==> config.mk <==
export PLATFORM = sky130hd
export DESIGN_NAME = div32_seq
export DESIGN_NICKNAME = d
export VERILOG_FILES = /design/src/rtl/div_pkg.sv /design/src/rtl/div_sub_step.sv /design/src/rtl/div32_seq.sv
export SDC_FILE = /design/constraint.sdc
export NUM_CORES = 1
export LEC_CHECK = 0
export ABC_AREA = 0
export CORE_ASPECT_RATIO = 2
export CORE_MARGIN = 3
export CORE_UTILIZATION = 55
export CTS_CLUSTER_DIAMETER = 80
export DETAILED_ROUTE_END_ITERATION = 7
export PLACE_DENSITY = 0.82
export SLEW_MARGIN = 20
export SYNTH_ARGS = -nofsm -noshare
export SYNTH_HDL_FRONTEND = slang
export SYNTH_HIERARCHICAL = 1
export SYNTH_SLANG_ARGS = --single-unit
==> constraint.sdc <==
create_clock -name CLK -period 4.9 [get_ports CLK]
set_clock_uncertainty 0.2 [all_clocks]
set_input_delay 0.49 -clock CLK [delete_from_list [all_inputs] [get_ports CLK]]
set_output_delay 0.49 -clock CLK [all_outputs]
set_load 0.02 [all_outputs]
==> src/rtl/div_pkg.sv <==
// rtl/div_pkg.sv - shared types and constants for the sequential divider
package div_pkg;

   typedef enum logic {
      IDLE = 1'b0,
      RUN  = 1'b1
   } div_state_e;

   localparam int DIV_WIDTH = 32;

   // Quotient reported when the divisor is zero.
   localparam logic [DIV_WIDTH-1:0] DIV0_QUOTIENT = {DIV_WIDTH{1'b1}};

endpackage

==> src/rtl/div_sub_step.sv <==
// rtl/div_sub_step.sv - one restoring trial subtract, combinational
module div_sub_step #(
   parameter int WIDTH = 32
) (
   input  logic [WIDTH:0]   rem_shift_i,
   input  logic [WIDTH-1:0] divisor_i,
   output logic [WIDTH-1:0] rem_next_o,
   output logic             qbit_o
);

   logic [WIDTH+1:0] sum;
   logic             sum_unused;

   // a - d as a + ~d + 1; carry-out set means a >= d (no borrow)
   assign sum        = {1'b0, rem_shift_i} + {1'b0, ~{1'b0, divisor_i}} + {{(WIDTH+1){1'b0}}, 1'b1};
   assign qbit_o     = sum[WIDTH+1];
   assign rem_next_o = qbit_o ? sum[WIDTH-1:0] : rem_shift_i[WIDTH-1:0];
   assign sum_unused = sum[WIDTH];

endmodule

==> src/rtl/div32_seq.sv <==
// rtl/div32_seq.sv - iterative unsigned restoring divider, one quotient bit per clock
module div32_seq
   import div_pkg::*;
#(
   parameter int WIDTH = DIV_WIDTH
) (
   input  logic             CLK,
   input  logic             RST,
   input  logic             START,
   input  logic [WIDTH-1:0] DIVIDEND,
   input  logic [WIDTH-1:0] DIVISOR,
   output logic             BUSY,
   output logic             DONE,
   output logic [WIDTH-1:0] QUOTIENT,
   output logic [WIDTH-1:0] REMAINDER,
   output logic             DIV_BY_ZERO
);

   localparam int CNT_W = $clog2(WIDTH + 1);
   localparam logic [CNT_W-1:0] CNT_LAST = CNT_W'(WIDTH - 1);

   div_state_e       state_q;
   logic [CNT_W-1:0] cnt_q;
   logic [WIDTH-1:0] d_q, q_q, r_q;
   logic [WIDTH-1:0] quot_q, rem_q;
   logic             busy_q, done_q, dbz_q, dbz_pend_q;
   logic [WIDTH-1:0] r_d, q_d;
   logic             qbit;

   div_sub_step #(.WIDTH(WIDTH)) u_step (
      .rem_shift_i (({r_q, q_q[WIDTH-1]})),
      .divisor_i   (d_q),
      .rem_next_o  (r_d),
      .qbit_o      (qbit)
   );

   assign q_d = {q_q[WIDTH-2:0], qbit};

   always_ff @(posedge CLK) begin
      if (RST) begin
         state_q    <= IDLE;
         cnt_q      <= '0;
         d_q        <= '0;
         q_q        <= '0;
         r_q        <= '0;
         quot_q     <= '0;
         rem_q      <= '0;
         busy_q     <= 1'b0;
         done_q     <= 1'b0;
         dbz_q      <= 1'b0;
         dbz_pend_q <= 1'b0;
      end else begin
         done_q <= 1'b0;
         case (state_q)
            IDLE: begin
               // A zero divisor reports one edge after acceptance without entering RUN.
               if (dbz_pend_q) begin
                  quot_q     <= {WIDTH{1'b1}};
                  rem_q      <= q_q;
                  dbz_q      <= 1'b1;
                  done_q     <= 1'b1;
                  dbz_pend_q <= 1'b0;
               end else if (START) begin
                  q_q <= DIVIDEND;
                  if (DIVISOR != '0) begin
                     d_q     <= DIVISOR;
                     r_q     <= '0;
                     cnt_q   <= '0;
                     busy_q  <= 1'b1;
                     state_q <= RUN;
                  end else begin
                     dbz_pend_q <= 1'b1;
                  end
               end
            end
            RUN: begin
               r_q   <= r_d;
               q_q   <= q_d;
               cnt_q <= cnt_q + CNT_W'(1);
               if (cnt_q == CNT_LAST) begin
                  quot_q  <= q_d;
                  rem_q   <= r_d;
                  dbz_q   <= 1'b0;
                  done_q  <= 1'b1;
                  busy_q  <= 1'b0;
                  state_q <= IDLE;
               end
            end
            default: state_q <= IDLE;
         endcase
      end
   end

   assign BUSY        = busy_q;
   assign DONE        = done_q;
   assign QUOTIENT    = quot_q;
   assign REMAINDER   = rem_q;
   assign DIV_BY_ZERO = dbz_q;

endmodule

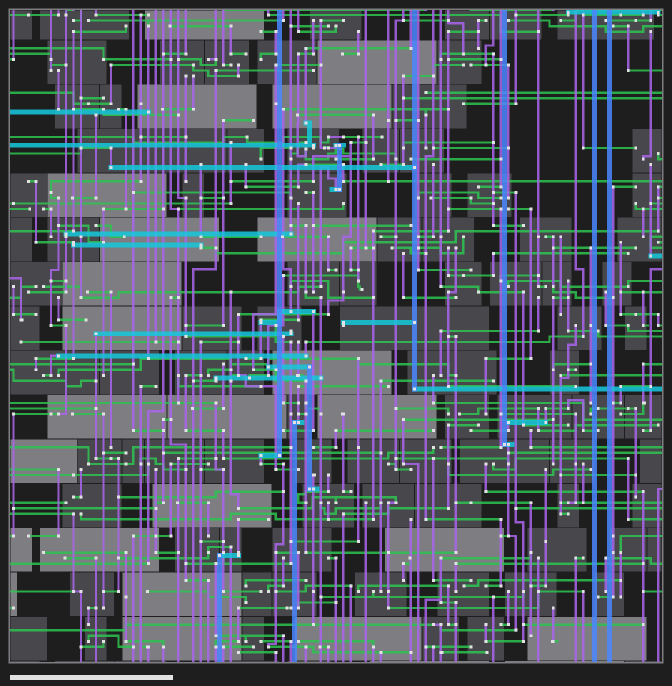
Figure 1: close-up of the layout.
Scale bar: 10 um. Region (29, 38) to (69, 78) um. Cells in grey, sequential cells in the stronger grey; small squares are vias.
legend:
  cyan:
    layer: M3
  green:
    layer: M1
  blue:
    layer: M4
  purple:
    layer: M2
netlist names of flops here include: `r_q` (9), `REMAINDER` (6), `q_q` (4)
cells with their middle in the window: 107
most frequent: dfxtp_1 (20), and3_1 (10), a22o_1 (10)
sequential cells in the window: 21

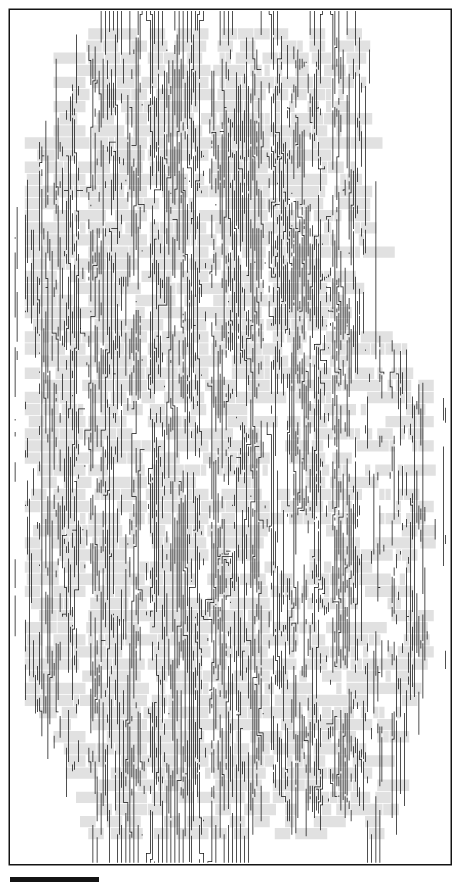
Figure 2: metal 2.
Scale bar: 20 um. Cells faint in the background.
longest straight run: 112 um
nets with wire on the layer: 1037
main direction: vertical
share of all routed wire: 51%
wire length on this layer: 13300 um

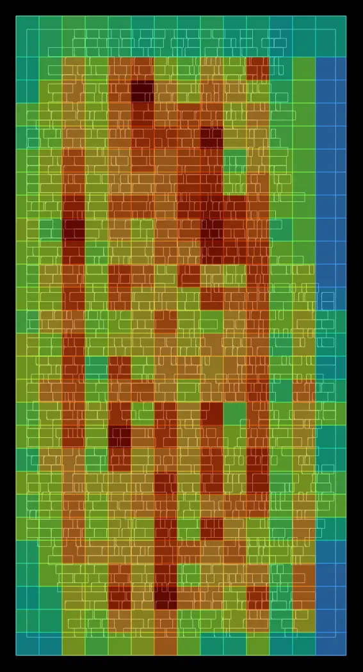
Figure 3: congestion heat map.
GR Util met1: 32.7%
Most Crowded Layer GR: met2
final core utilization: 67.3%

==> flow_summary.json <==
{
  "status": "finished, final reports clean",
  "io_pins": 134,
  "gp_congestion": 0.980,
  "cts_sinks": 171,
  "num-fill-cells": 1311,
  "cts_buffers": 17,
  "cts_tree": "built",
  "avgSynthCellArea_sq_um": 9.52,
  "vias": 8008,
  "grt_pass1_vias": 7931,
  "synth_seq_share_pct": 36.1,
  "fin_nets": 1181,
  "ff2ff_setup_slack_ns": 0.89,
  "synth_nets": 1097,
  "drc": 0,
  "edf_count": 0,
  "synth_cells": 996,
  "cp.arrival_ns": 4.15,
  "vdd_drop_max_mv": 0.458,
  "die_area_sq_mm": 0.0189,
  "port_buffers": 133,
  "routed_wl_mm": 26.0,
  "ys_types": 78,
  "final_hold_viol_count": 0,
  "preCtsSetupSlack_ns": 0.948,
  "num_rows": 67,
  "leakage_nw": 4.83,
  "grt_pass1_wl_mm": 41.7,
  "dp_hpwl_mm": 18.3,
  "most_common_cell": "dfxtp_1",
  "worstSetupEndpoint": "REMAINDER[0]",
  "seq_area_sq_mm": 0.00342,
  "fp_util_pct": 56.3,
  "core_sq_mm": 0.0168,
  "required_ns": 5.04,
  "warning_count": 28,
  "syn_to_final_growth_pct": 19.6,
  "synth_top_cell_by_area": "dfxtp_1"
}
==> layer usage <==
metal / wire length [um] / GRT usage [%]
met1: 10300 / 32.7
met2: 13300 / 46.9
met3: 1290 / 4.83
met4: 1170 / 13.7
met5: 0 / 0
==> cell usage in the layout, fill, tap and decap left out, types with 17 or more instances in the layout <==
master | netlist | layout
a211oi_1 | 25 | 25
ha_1 | 33 | 33
mux2i_1 | 100 | 100
nand2_1 | 117 | 117
a21oi_1 | 31 | 31
nor2_1 | 60 | 60
clkdlybuf4s50_1 | 0 | 132
a211oi_2 | 20 | 20
inv_1 | 47 | 45
o211a_1 | 27 | 27
and3_1 | 36 | 36
o221a_2 | 30 | 30
a22o_1 | 33 | 33
clkbuf_16 | 0 | 17
dfxtp_1 | 171 | 170
==> critical path: stages (launching register included) <==
cell and delay (ns):
dfxtp_1 0.33, inv_1 0.05, ha_1 0.36, o21a_1 0.14
o31ai_1 0.14, a2111oi_2 0.48, o32ai_2 0.20, o21a_2 0.25
o31a_1 0.42, o21a_4 0.30, inv_6 0.27, mux2i_1 0.40
mux2i_1 0.13, a211oi_1 0.24
==> worst min path at each step <==
stage                  from       to  slack, ns  cells past startpoint
global placement    d_q[26]  d_q[26]       0.24                      2
global route        d_q[16]  d_q[16]       0.27                      2
CTS                  d_q[4]   d_q[4]       0.26                      2
detailed placement  d_q[15]  d_q[15]       0.25                      2
floorplan           d_q[10]  d_q[10]       0.23                      2
finish               d_q[4]   d_q[4]       0.26                      2
==> cell families (layout without fill, tap and decap cells) <==
logic type / Yosys count / after routing / synth area share [%]
buffers and inverters: 125 / 221 / 7.05
AND/OR/NAND/NOR: 269 / 269 / 13.6
adder cells (fa/ha/maj): 34 / 34 / 4.57
XOR/XNOR: 21 / 21 / 1.94
AND-OR/OR-AND: 253 / 253 / 23.0
multiplexers: 123 / 123 / 13.8
flip-flops: 171 / 171 / 36.1
==> through the flow <==
stage / cells / hold slack [ns] / total power [mW]
after global placement: 1267 / 0.244 / 5.43
after global routing: 1299 / 0.274 / 7.35
after floorplan: 996 / 0.235 / 4.77
after detailed placement: 1268 / 0.248 / 5.44
after CTS: 1299 / 0.259 / 6.94
final: 1299 / 0.256 / 6.99
==> registers in the layout (all words and copies together) (netlist names), 6 cells and up <==
signal,cells
QUOTIENT,32
REMAINDER,32
cnt_q,6
d_q,32
q_q,32
r_q,32
==> power breakdown <==
group	internal, mW	total [mW]	switching, mW
Sequential	1.52	1.67	0.149
Clock	0.860	1.44	0.578
Combinational	1.77	3.88	2.11
Total	4.15	6.99	2.84
==> layout make-up <==
class | count | area share [%]
flip-flops and latches | 171 | 30.2
clock inverters | 12 | 1.66
repair buffers | 142 | 12.6
multi-input cells | 700 | 47.8
inverters | 48 | 1.66
well taps | 207 | 2.28
clock buffers | 19 | 3.82
Power and IR drop assume default switching activity.
